### M1 wires, run 1

Supply wires on this layer in grey. Cells faint in the background.
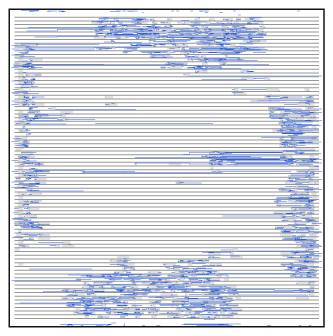
### Clock distribution, run 1

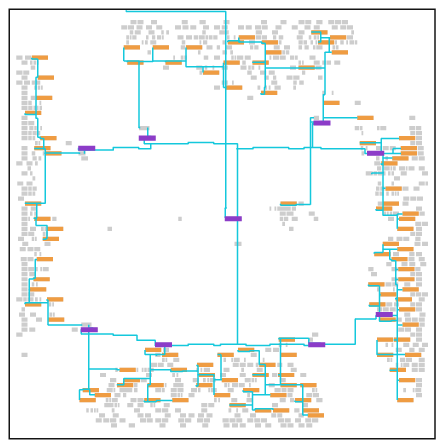
### Cell sizes after repair, run 1

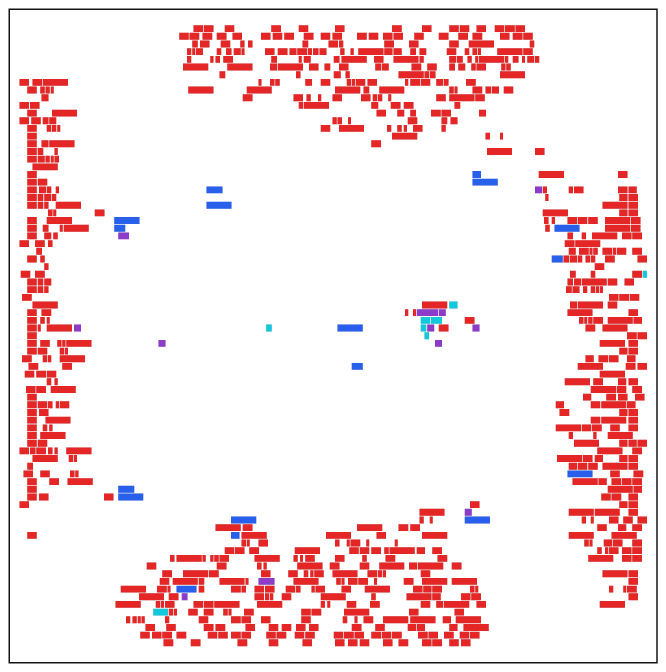
`config.mk`:
```
export PLATFORM = sky130hd
export DESIGN_NAME = l2cache_port_arbiter
export DESIGN_NICKNAME = d
export VERILOG_FILES = /design/src/rtl/l2cache_pkg.sv /design/src/rtl/l2cache_rr_picker.sv /design/src/rtl/l2cache_port_arbiter.sv
export SDC_FILE = /design/constraint.sdc
export NUM_CORES = 1
export LEC_CHECK = 0
export CAP_MARGIN = 5
export CELL_PAD_IN_SITES_DETAIL_PLACEMENT = 0
export CELL_PAD_IN_SITES_GLOBAL_PLACEMENT = 1
export CORE_AREA = 3 3 226 228
export DETAILED_ROUTE_END_ITERATION = 16
export DIE_AREA = 0 0 229 231
export PLACE_DENSITY = 0.63
export SLEW_MARGIN = 40
export SYNTH_ARGS = -nofsm -noshare
export SYNTH_HDL_FRONTEND = slang
export SYNTH_SLANG_ARGS = --single-unit
```
`constraint.sdc`:
```
create_clock -name clk -period 9.2 [get_ports clk]
set_input_delay 2.76 -clock clk [delete_from_list [all_inputs] [get_ports clk]]
set_output_delay 2.76 -clock clk [all_outputs]
set_load 0.01 [all_outputs]
```
`src/rtl/l2cache_pkg.sv`:
```
// Shared definitions for the L2 cache front end: FSM encoding, arbitration
// modes and request-buffer field widths.
package l2cache_pkg;

  typedef enum logic [1:0] {
    ST_IDLE = 2'd0,
    ST_SEND = 2'd1,
    ST_WAIT = 2'd2
  } state_e;

  localparam int ARB_FIXED = 0;
  localparam int ARB_RR    = 1;

  localparam int WORD_W   = 32;
  localparam int ADDR_W   = 32;
  localparam int WSTRB_W  = 4;
  localparam int OPCODE_W = 32;

endpackage

```
`src/rtl/l2cache_rr_picker.sv`:
```
// Combinational request picker: lowest set index in fixed mode, or first set
// index at/after the pointer (cyclically) in round-robin mode.
module l2cache_rr_picker
  import l2cache_pkg::*;
#(
  parameter int N     = 2,
  parameter int IDX_W = $clog2(N)
) (
  input  logic [N-1:0]     i_req,
  input  logic [IDX_W-1:0] i_ptr,
  input  logic             i_mode,
  output logic [IDX_W-1:0] o_idx,
  output logic             o_valid
);

  logic             w_rr;
  int               w_sum;
  logic [IDX_W-1:0] w_j;

  assign w_rr = (i_mode == ARB_RR[0]);

  // Scan from the far end so the nearest candidate is the last one written.
  always_comb begin
    o_idx   = '0;
    o_valid = 1'b0;
    w_sum   = 0;
    w_j     = '0;
    for (int k = N - 1; k >= 0; k--) begin
      w_sum = w_rr ? (int'(i_ptr) + k) : k;
      w_j   = IDX_W'(w_sum % N);
      if (i_req[w_j]) begin
        o_idx   = w_j;
        o_valid = 1'b1;
      end
    end
  end

endmodule

```
`src/rtl/l2cache_port_arbiter.sv`:
```
// L2 front end: arbitrates NUM_PORTS L1 channels plus a cache-op channel onto
// the single L2 core request interface, one outstanding request at a time.
module l2cache_port_arbiter
  import l2cache_pkg::*;
#(
  parameter int NUM_PORTS  = 2,
  parameter int LINE_WORDS = 4,
  parameter int ARB_MODE   = 1,
  parameter int PID_W      = $clog2(NUM_PORTS + 1)
) (
  input  logic                         clk,
  input  logic                         rst,
  input  logic [NUM_PORTS-1:0]         l1_req,
  input  logic [NUM_PORTS-1:0]         l1_wr,
  input  logic [32*NUM_PORTS-1:0]      l1_addr,
  input  logic [32*NUM_PORTS-1:0]      l1_wdata,
  input  logic [4*NUM_PORTS-1:0]       l1_wstrb,
  output logic [NUM_PORTS-1:0]         l1_addrOK,
  output logic [NUM_PORTS-1:0]         l1_dataOK,
  output logic [32*LINE_WORDS-1:0]     l1_rdata,
  input  logic                         op_req,
  input  logic [OPCODE_W-1:0]          op_code,
  input  logic [ADDR_W-1:0]            op_addr,
  output logic                         op_addrOK,
  output logic                         op_dataOK,
  output logic                         core_req,
  output logic                         core_opflag,
  output logic [OPCODE_W-1:0]          core_opcode,
  output logic                         core_wr,
  output logic [ADDR_W-1:0]            core_addr,
  output logic [WORD_W-1:0]            core_wdata,
  output logic [WSTRB_W-1:0]           core_wstrb,
  output logic [PID_W-1:0]             core_src,
  input  logic                         core_addrOK,
  input  logic                         core_dataOK,
  input  logic [32*LINE_WORDS-1:0]     core_rdata
);

  localparam int IDX_W = $clog2(NUM_PORTS);

  state_e              r_state;
  state_e              w_state_next;
  logic [IDX_W-1:0]    r_ptr;
  logic                r_opflag;
  logic [OPCODE_W-1:0] r_opcode;
  logic                r_wr;
  logic [ADDR_W-1:0]   r_addr;
  logic [WORD_W-1:0]   r_wdata;
  logic [WSTRB_W-1:0]  r_wstrb;
  logic [PID_W-1:0]    r_src;

  logic [IDX_W-1:0]    w_pick_idx;
  logic                w_pick_valid;
  logic                w_idle;
  logic                w_grant_op;
  logic                w_grant_l1;
  logic                w_done;

  l2cache_rr_picker #(
    .N     (NUM_PORTS),
    .IDX_W (IDX_W)
  ) u_picker (
    .i_req   (l1_req),
    .i_ptr   (r_ptr),
    .i_mode  (ARB_MODE == ARB_RR),
    .o_idx   (w_pick_idx),
    .o_valid (w_pick_valid)
  );

  // Accept/done pulses are combinational, so gate them with rst to keep every
  // handshake output low while reset is held.
  assign w_idle     = (r_state == ST_IDLE) && !rst;
  assign w_grant_op = w_idle && op_req;
  assign w_grant_l1 = w_idle && !op_req && w_pick_valid;
  assign w_done     = !rst && core_dataOK &&
                      (((r_state == ST_SEND) && core_addrOK) || (r_state == ST_WAIT));

  always_comb begin
    w_state_next = r_state;
    case (r_state)
      ST_IDLE: if (w_grant_op || w_grant_l1) w_state_next = ST_SEND;
      ST_SEND: if (core_addrOK) w_state_next = core_dataOK ? ST_IDLE : ST_WAIT;
      ST_WAIT: if (core_dataOK) w_state_next = ST_IDLE;
      default: w_state_next = ST_IDLE;
    endcase
  end

  always_ff @(posedge clk or posedge rst) begin
    if (rst) begin
      r_state  <= ST_IDLE;
      r_ptr    <= '0;
      r_opflag <= 1'b0;
      r_opcode <= '0;
      r_wr     <= 1'b0;
      r_addr   <= '0;
      r_wdata  <= '0;
      r_wstrb  <= '0;
      r_src    <= '0;
    end else begin
      r_state <= w_state_next;
      if (w_grant_op) begin
        r_opflag <= 1'b1;
        r_opcode <= op_code;
        r_wr     <= 1'b0;
        r_addr   <= op_addr;
        r_wdata  <= '0;
        r_wstrb  <= '0;
        r_src    <= PID_W'(NUM_PORTS);
      end else if (w_grant_l1) begin
        r_opflag <= 1'b0;
        r_opcode <= '0;
        r_wr     <= l1_wr[w_pick_idx];
        r_addr   <= l1_addr[w_pick_idx*ADDR_W +: ADDR_W];
        r_wdata  <= l1_wdata[w_pick_idx*WORD_W +: WORD_W];
        r_wstrb  <= l1_wstrb[w_pick_idx*WSTRB_W +: WSTRB_W];
        r_src    <= PID_W'(w_pick_idx);
        r_ptr    <= (w_pick_idx == IDX_W'(NUM_PORTS - 1)) ? '0 : w_pick_idx + 1'b1;
      end
    end
  end

  generate
    for (genvar gi = 0; gi < NUM_PORTS; gi++) begin : g_port
      assign l1_addrOK[gi] = w_grant_l1 && (w_pick_idx == IDX_W'(gi));
      assign l1_dataOK[gi] = w_done && !r_opflag && (r_src == PID_W'(gi));
    end
  endgenerate

  assign op_addrOK   = w_grant_op;
  assign op_dataOK   = w_done && r_opflag;
  assign l1_rdata    = core_rdata;
  assign core_req    = (r_state == ST_SEND);
  assign core_opflag = r_opflag;
  assign core_opcode = r_opcode;
  assign core_wr     = r_wr;
  assign core_addr   = r_addr;
  assign core_wdata  = r_wdata;
  assign core_wstrb  = r_wstrb;
  assign core_src    = r_src;

endmodule
```
==> results.cfg, run 1 <==
; generated from flow reports
[status]
result_of_the_run = complete, no violations

[placed_design]
place.gp.congestion = 0.745
pre_cts_ws_ns = 1.20
post-place-cells = 1427
placement.cell_area_sq_mm = 0.00879
count_of_port_buffers_added_during_placement = 319

[yosys]
ys_sh_adder = 0
netlist.top_cell.by_area = dfrtp_1
mean_cell_area_of_the_mapped_netlist_sq_um = 9.79
numSynthFlops = 106
yosys-stat-cells = 608
post_synthesis_cells = 608
post_synth_ao_oa_area_fraction = 0.182
yosys_area_sq_mm = 0.00595
synth_area_sq_mm = 0.00595
logic_family = buffers and inverters
synthesis.nets = 945
yosysWarnings = 0
xor_share = 0
post_synth_mux_area_share = 0.0641
synth_largest_type_area_fraction = 0.446

[pwr]
leak_pwr_uw = 0.00370
ir_drop_mv = 0.0891
power.density_cell_area_mw_per_mm2 = 215

[routing]
met2_wirelength_microns = 11900
m1WireLength_microns = 10300
maxUsedRoutingLayer = met4
wirelength_microns = 25600
number_of_drc_violations_after_detailed_routing_iteration_0 = 188
vias_per_cell = 3.57
drc_errors = 0
met3RoutedLength_microns = 2500
dr_total_vias = 5156
drt-pass1-iter-count = 5

[worst_setup_path]
crit_family = simple AND/OR/NAND/NOR gates
crit_type = input port to primary output
worstPathBufferInverterCount = 2
worstPathCellList = clkdlybuf4s50_1, nand2b_2, nand2_4, nor2_1, clkdlybuf4s50_1
critical_path_peak_fanout = 35
worstPathArrival_ns = 5.18
worst_path_most_repeated_cell = clkdlybuf4s50_1
endpoint_kind = primary output
crit_required_ns = 6.44
timing.critical_path.slowest_cell_delay_ns = 0.61

[layout]
final_nets = 1112
lay_top_cells = clkdlybuf4s50_1, dfrtp_1, nand2_1
final_layout_top_logic_cell = clkdlybuf4s50_1
layout.core_utilization = 0.186
post-route-cell-area_sq_mm = 0.00912
fin_cells = 1444
share_of_cells_above_drive_strength_1 = 0.0474

[global_route]
grt_first_pass_wirelength_microns = 36300
grt_overflow = 0
groute.usage.overall = 0.0933
gr-max-usage-layer = met2
grt_use_met1 = 0.108
grt_start_max_net_pins = 65
initial_antenna_violation_count = 0

[sta]
final-max-slew-violation-count = 0
hold_viol = 0
period_used_share = 0.863
clock_skew_ns = 0.0116
setup_viol = 0
rsz0062_at_grt = no
finalWorstPathRequiredPeriod_ns = 7.94

[clock_network]
cts_buffers = 9
worst_skew_pair.late_latency_ns = 0.38
ctsRootBufferMaster = clkbuf_16
clock_tree_from_tritoncts = built
h-tree-depth = 3
cts.path.max_buffers = 2
worst_setup_hold_path_clk_slew_ns = 0.08

[floorplanning]
dieArea_sq_mm = 0.0529
placementRows = 81
io-pin-count = 576

[hold_path]
min_path_type = flop to flop

[flow_run]
warning_count = 26
Back to the opening pictures, 'M1 wires':
share of all routed wire: 40%
main direction: horizontal
nets with wire on the layer: 884
wire length on this layer: 10,300 microns

Back to the opening pictures, 'Clock distribution':
legend:
  orange:
    item: flip-flops
    count: 106
  cyan:
    item: clock wires
    length: 2,020 microns
  purple:
    item: clock drivers
    count: 9
routed clock nets: 10

Back to the opening pictures, 'Cell sizes after repair':
legend:
  red:
    size: _0 and _1 cells
    cells: 743
    share: 95%
    most_used: clkdlybuf4s50_1
  cyan:
    size: _2 cells
    cells: 8
    share: 1.0%
    most_used: nand2_2
  blue:
    size: _6 and larger
    cells: 17
    share: 2.2%
    most_used: clkbuf_16
  purple:
    size: _3 and _4 cells
    cells: 12
    share: 1.5%
    most_used: buf_4

run 1: final cells by class:
class / count / area (sq um)
multi-input cells: 327 / 2040
repair buffers: 328 / 3270
clock inverters: 7 / 80.1
inverters: 3 / 15.0
clock buffers: 9 / 225
fillers: 5519 / 39900
well taps: 664 / 831
flip-flops and latches: 106 / 2650
run 1: where the power goes:
group	internal, uW	leakage [uW]	switching (uW)
sequential	617	0.00136	93.4
combinational	454	0.00219	379
clock	195	0.000146	219
total	1260	0.00370	692
run 1: final timing paths:
path | endpoint | depth (start not counted) | slack (ns) | from
setup / recovery | l1_addrOK[1] | 5 | 1.26 | l1_req[0]
hold / removal | core_wdata[19] | 2 | 0.48 | core_wdata[19]
setup reg to reg | core_wdata[7] | 5 | 6.31 | r_ptr
hold reg to reg | core_wdata[19] | 2 | 0.48 | core_wdata[19]
max in group asynchronous | core_addr[24] | 3 | 5.38 | rst
min in group asynchronous | r_state[0] | 2 | 2.90 | rst
run 1: Yosys cell counts:
cell type / n
buf_4: 131
a211oi_1: 32
buf_12: 1
buf_6: 9
mux2_2: 1
o21a_1: 1
buf_8: 1
mux2i_1: 37
nor4b_1: 1
inv_1: 2
a22o_1: 32
o21ai_0: 63
nor4bb_1: 1
nand2_2: 1
and2_1: 1
nand2_1: 71
a21oi_1: 2
nand2b_1: 2
o31a_2: 1
nor2_1: 4
buf_2: 17
o31ai_4: 1
clkinv_2: 1
nand2_4: 1
nor2b_1: 2
and3_1: 32
dfrtp_1: 106
o21ai_1: 40
nor3_4: 1
clkbuf_1: 13
run 1: flip-flops by register name (all words and copies together) (netlist names):
name	count
core_opcode	32
core_wr	1
core_addr	32
r_ptr	1
core_opflag	1
core_wdata	32
core_wstrb	4
r_state	2
core_src	1
### Clock nets, run 1

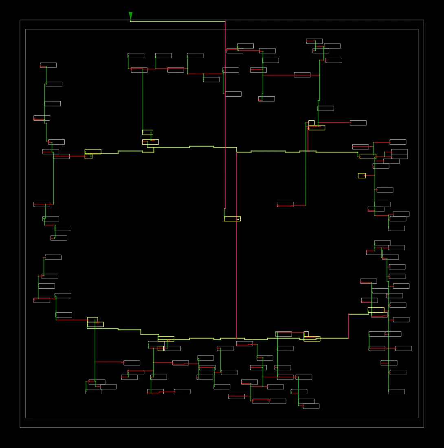

==> run 1 -> run 2 <==
Clock period 9.2 ns to 9.9 ns, I/O delays scaled along.
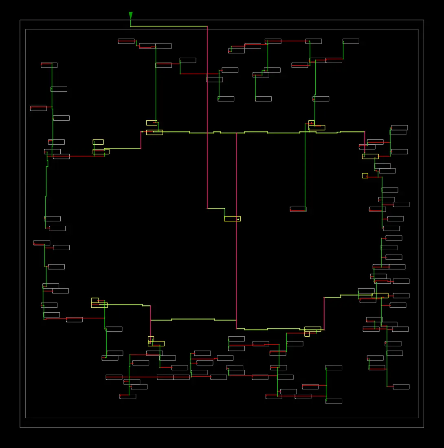
*Clock nets, run 2*
Layout clock buffers: 9
clk_skew: 0.0134 ns
Inserted Clock Buffers: 9

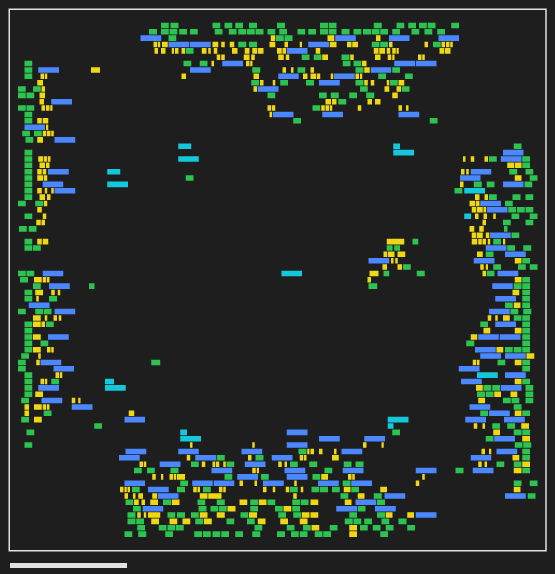
*Placed cells, one colour a class, run 2*
Bar = 50 microns.
legend:
  green:
    class: remaining buffers and delay cells
    cells: 326
  blue:
    class: sequential cells
    cells: 106
  yellow:
    class: combinational and other logic
    cells: 330
  cyan:
    class: clock drivers and dummy loads
    cells: 16

==> run 2 against run 1 <==
Via count is 1.5% lower. Synthesized cell count did not move. Die area did not move. Critical path type unchanged. Final cell count shrank 0.14%.
==> results.cfg, run 2 <==
; generated from flow reports
[status]
result_of_the_run = complete, no violations

[sta]
clock.fmax_ghz = 0.120
final-max-slew-violation-count = 0
finalWorstPathRequiredPeriod_ns = 8.33
rsz0062_at_grt = no
hold_viol = 0
period_used_share = 0.841
setup_viol = 0

[routing]
vias_per_cell = 3.52
wirelength_microns = 24700
drt-pass1-iter-count = 4
drc_errors = 0
dr_total_vias = 5079
drtAntennaViolNets = 0
number_of_drc_violations_after_detailed_routing_iteration_0 = 190

[worst_setup_path]
worstPathCellList = clkdlybuf4s50_1, nor3_4, nand2_2, clkinv_2, clkdlybuf4s50_1
crit_family = buffers and inverters
worstPathBufferInverterCount = 3
crit_type = input port to primary output
worstPathArrival_ns = 5.36
crit_required_ns = 6.93
critical_path_peak_fanout = 33
worst_path_most_repeated_cell = clkdlybuf4s50_1
endpoint_kind = primary output
timing.critical_path.slowest_cell_delay_ns = 0.58

[yosys]
post-synth-top-count-cell = buf_4
synthesis.nets = 945
post_synth_mux_area_share = 0.0641
logic_family = buffers and inverters
synth_largest_type_area_fraction = 0.446
numSynthFlops = 106
yosysWarnings = 0
synth_area_sq_mm = 0.00595
common_cells = buf_4, dfrtp_1, nand2_1
synth.distinct_cells = 30
netlist.top_cell.by_area = dfrtp_1
synth.top_cells.by_area = dfrtp_1, buf_4, mux2i_1
post_synth_ao_oa_area_fraction = 0.182
post_synthesis_cells = 608
mean_cell_area_of_the_mapped_netlist_sq_um = 9.79
xor_share = 0
synth-async-reset-ratio = 1.00
yosys_area_sq_mm = 0.00595
ys_sh_adder = 0
yosys-stat-cells = 608
synth_simple_gate_area_share = 0.0950

[layout]
final_layout_top_logic_cell = clkdlybuf4s50_1
fin_cells = 1442
final_nets = 1110
share_of_cells_above_drive_strength_1 = 0.0450
lay_top_cells = clkdlybuf4s50_1, dfrtp_1, nand2_1

[clock_network]
worst_skew_pair.late_latency_ns = 0.39
cts.path.max_buffers = 2
h-tree-depth = 3
worst_setup_hold_path_clk_slew_ns = 0.08
ctsRootBufferMaster = clkbuf_16
clock_tree_from_tritoncts = built

[pwr]
ir_drop_mv = 0.0806
power.density_cell_area_mw_per_mm2 = 199
leak_pwr_uw = 0.00368

[global_route]
met2_capacity_usage_during_global_routing = 0.143
groute.usage.overall = 0.0918
grt_overflow = 0
grt_first_pass_wirelength_microns = 35900
grt_use_met1 = 0.108
gr-max-usage-layer = met2
grt_start_max_net_pins = 66
initial_antenna_violation_count = 0

[hold_path]
min_path_type = flop to flop

[floorplanning]
design.core.area_sq_mm = 0.0491
dieArea_sq_mm = 0.0529
placementRows = 81
io-pin-count = 576
dieHeight_microns = 231

[placed_design]
place.gp.congestion = 0.740
count_of_port_buffers_added_during_placement = 319
post-place-cells = 1426

[flow_run]
warning_count = 26
-- run 2: cell count changes in the layout (fill, tap and decap cells not counted) --
cell / change
inv_8: -1
buf_4: -2
buf_12: -1
clkinv_4: +1
buf_6: +1
-- run 2: cell families after synthesis --
| kind of cell | count (synthesis) |
|---|---|
| DFF | 106 |
| muxes | 38 |
| AOI/OAI and AO/OA | 172 |
| and+or+nand+nor | 117 |
| buffers and inverters | 175 |
-- run 2: metrics by stage --
stage	util	instance area [sq um]	total power [uW]	setup slack [ns]
global route	0.185	9090	1940	1.35
CTS	0.185	9090	1860	1.41
floorplan	-	5950	1030	3.08
detailed placement	0.179	8790	1450	1.42
global placement	0.179	8780	1450	1.45
finish	0.185	9090	1810	1.57
-- run 2: power breakdown --
group | total (uW) | switching [uW] | internal (uW)
Combinational | 771 | 349 | 422
Clock | 385 | 206 | 180
Sequential | 658 | 84.7 | 573
-- run 2: cell type report --
cell class              count  area [sq um]
clock buffers               9           225
inverters                   3          15.0
well taps                 664           831
flip-flops and latches    106          2650
repair buffers            326          3250
clock inverters             7          77.6
fillers                  5540         40000
multi-input cells         327          2040
-- run 2: routing by layer --
metal | part of all wire | vias up | wire length, microns
met5 | 0 | - | 0
met1 | 0.41 | 2434 | 10100
met2 | 0.46 | 275 | 11300
met3 | 0.098 | 61 | 2410
met4 | 0.036 | 0 | 883
li1 | - | 2309 | -
-- run 2: worst paths after layout --
| path | cells after the start | start | to |
|---|---|---|---|
| worst max-delay path | 5 | rst | op_addrOK |
| worst min-delay path | 2 | core_wdata[9] | core_wdata[9] |
| worst max register to register | 6 | r_state[0] | core_addr[0] |
| worst min register to register | 2 | core_wdata[9] | core_wdata[9] |
| max in group asynchronous | 3 | rst | core_opcode[8] |
| min in group asynchronous | 2 | rst | core_wdata[7] |
### Clock distribution, run 2

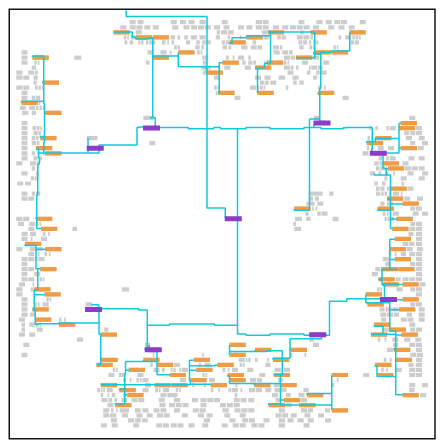

==> run 2 -> run 3 <==
Settings changed: CORE_AREA 3 3 226 228 to 3 3 223 225, DIE_AREA 0 0 229 231 to 0 0 226 228, PLACE_DENSITY 0.63 to 0.64.
Clock period 9.9 ns to 8 ns, I/O delays scaled along.
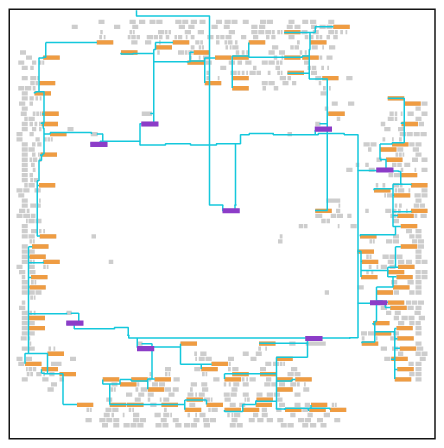
*Clock distribution, run 3*
legend:
  cyan:
    item: clock wires
    length: 2,050 microns
  purple:
    item: clock drivers
    count: 9
  orange:
    item: flip-flops
    count: 106
routed clock nets: 10
flops lie: widely spread

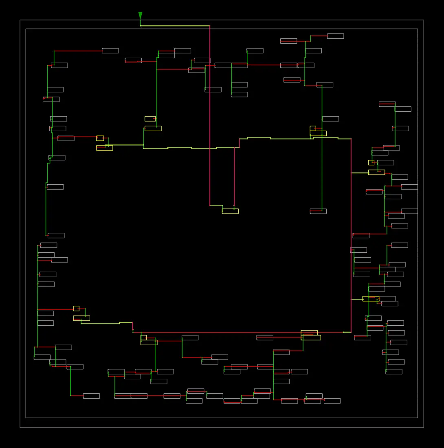
*Clock nets, run 3*
count of sequential standard cells: 106
Clock Latency Late Sink: 0.38 ns
number of clock sinks: 106
clk_skew: 0.0138 ns
power in the clock group: 499 uW

==> run 3 against run 2 <==
Critical path depth is 1 higher. Sequential power increased by 23%. Sequential share of layout area is 0.11 points higher. Via count is 0.20% higher.
==> results.cfg, run 3 <==
; generated from flow reports
[floorplanning]
placementRows = 80
dieArea_sq_mm = 0.0515

[clock_network]
clock_tree_from_tritoncts = built
worst_setup_hold_path_clk_slew_ns = 0.07
cts_buffers = 9

[sta]
period_used_share = 0.882
final-max-slew-violation-count = 0
setup_viol = 0
rsz0062_at_grt = no
hold_viol = 0
clock.fmax_ghz = 0.142

[worst_setup_path]
path_depth = 6
timing.critical_path.from = rst
reg2reg_to = core_wdata[13]
critical_path_peak_fanout = 41
endpoint_kind = primary output
worstRegToRegCells = 6
worstPathBufferInverterCount = 3
crit_type = input port to primary output
crit_family = buffers and inverters
crit_end = l1_addrOK[0]

[yosys]
common_cells = buf_4, dfrtp_1, nand2_1
synth-async-reset-ratio = 1.00
synth_area_sq_mm = 0.00595
yosysWarnings = 0
synthesis.nets = 945
synth.top_cells.by_area = dfrtp_1, buf_4, mux2i_1
synth_largest_type_area_fraction = 0.446
numSynthFlops = 106

[routing]
drtAntennaViolNets = 0
drc_errors = 0
dr_total_vias = 5089
vias_per_cell = 3.65
drt-pass1-iter-count = 4
number_of_drc_violations_after_detailed_routing_iteration_0 = 151

[layout]
fin_cells = 1396
final_layout_top_logic_cell = clkdlybuf4s50_1
lay_top_cells = clkdlybuf4s50_1, dfrtp_1, nand2_1
share_of_cells_above_drive_strength_1 = 0.0474
final_nets = 1113

[flow_run]
warning_count = 26

[placed_design]
count_of_port_buffers_added_during_placement = 319
place.gp.congestion = 0.716

[global_route]
grt_start_max_net_pins = 63
initial_antenna_violation_count = 1

[status]
result_of_the_run = complete, no violations

[pwr]
ir_drop_mv = 0.0986
leak_pwr_uw = 0.00370

[hold_path]
hp_start = core_addr[9]
hold-path-cell-count = 2
## run 3: netlist changes by cell type in the layout (fill, tap and decap cells not counted), sizes merged
cell      previous run  this run
bufinv               0         1
clkinvlp             1         0
buf                  8        11
## run 3: cells by family (layout without fill, tap and decap cells)
logic type	after synthesis	count (layout)	share of synthesized area
buffers and inverters	175	348	0.213
AOI/OAI and AO/OA	172	172	0.182
and+or+nand+nor	117	117	0.0950
DFF	106	106	0.446
muxes	38	38	0.0641
## run 3: through the flow
step / utilization / worst slack [ns] / hold slack (ns) / total power (uW) / instance area (sq um)
finish: 0.190 / 0.946 / 0.485 / 2260 / 9060
global route: 0.190 / 0.736 / 0.508 / 2420 / 9060
CTS: 0.190 / 0.847 / 0.489 / 2330 / 9060
detailed placement: 0.183 / 0.863 / 0.470 / 1800 / 8740
global placement: 0.183 / 0.897 / 0.463 / 1780 / 8740
floorplan: - / 2.32 / 0.470 / 1270 / 5950
## run 3: cell type report
| class | count | area [sq um] |
|---|---|---|
| clock buffers | 9 | 225 |
| clock inverters | 7 | 92.6 |
| fillers | 5300 | 38700 |
| inverters | 3 | 17.5 |
| multi-input cells | 327 | 2040 |
| flip-flops and latches | 106 | 2650 |
| well taps | 615 | 769 |
| repair buffers | 329 | 3260 |
## run 3: tightest hold or removal path: cells and delay by family (launching register included)
family	cells	cell delay [ns]
flops	1	0.34
compound gates	1	0.06
simple gates	1	0.05
## run 3: routing by layer
metal  up-vias  track usage  wire length (microns)  share of wire
met2       291        0.150                  11500           0.47
met5         -            0                     17        0.00069
li1       2319            -                      -              -
met1      2417        0.109                  10100           0.41
met4         2       0.0447                    875          0.036
met3        60       0.0382                   2040          0.083
## run 3: power breakdown
part           internal (uW)  switching, uW
Sequential               709            101
Clock                    252            247
Combinational            522            428
Total                   1480            776
Power is estimated from default activity; no workload was simulated.
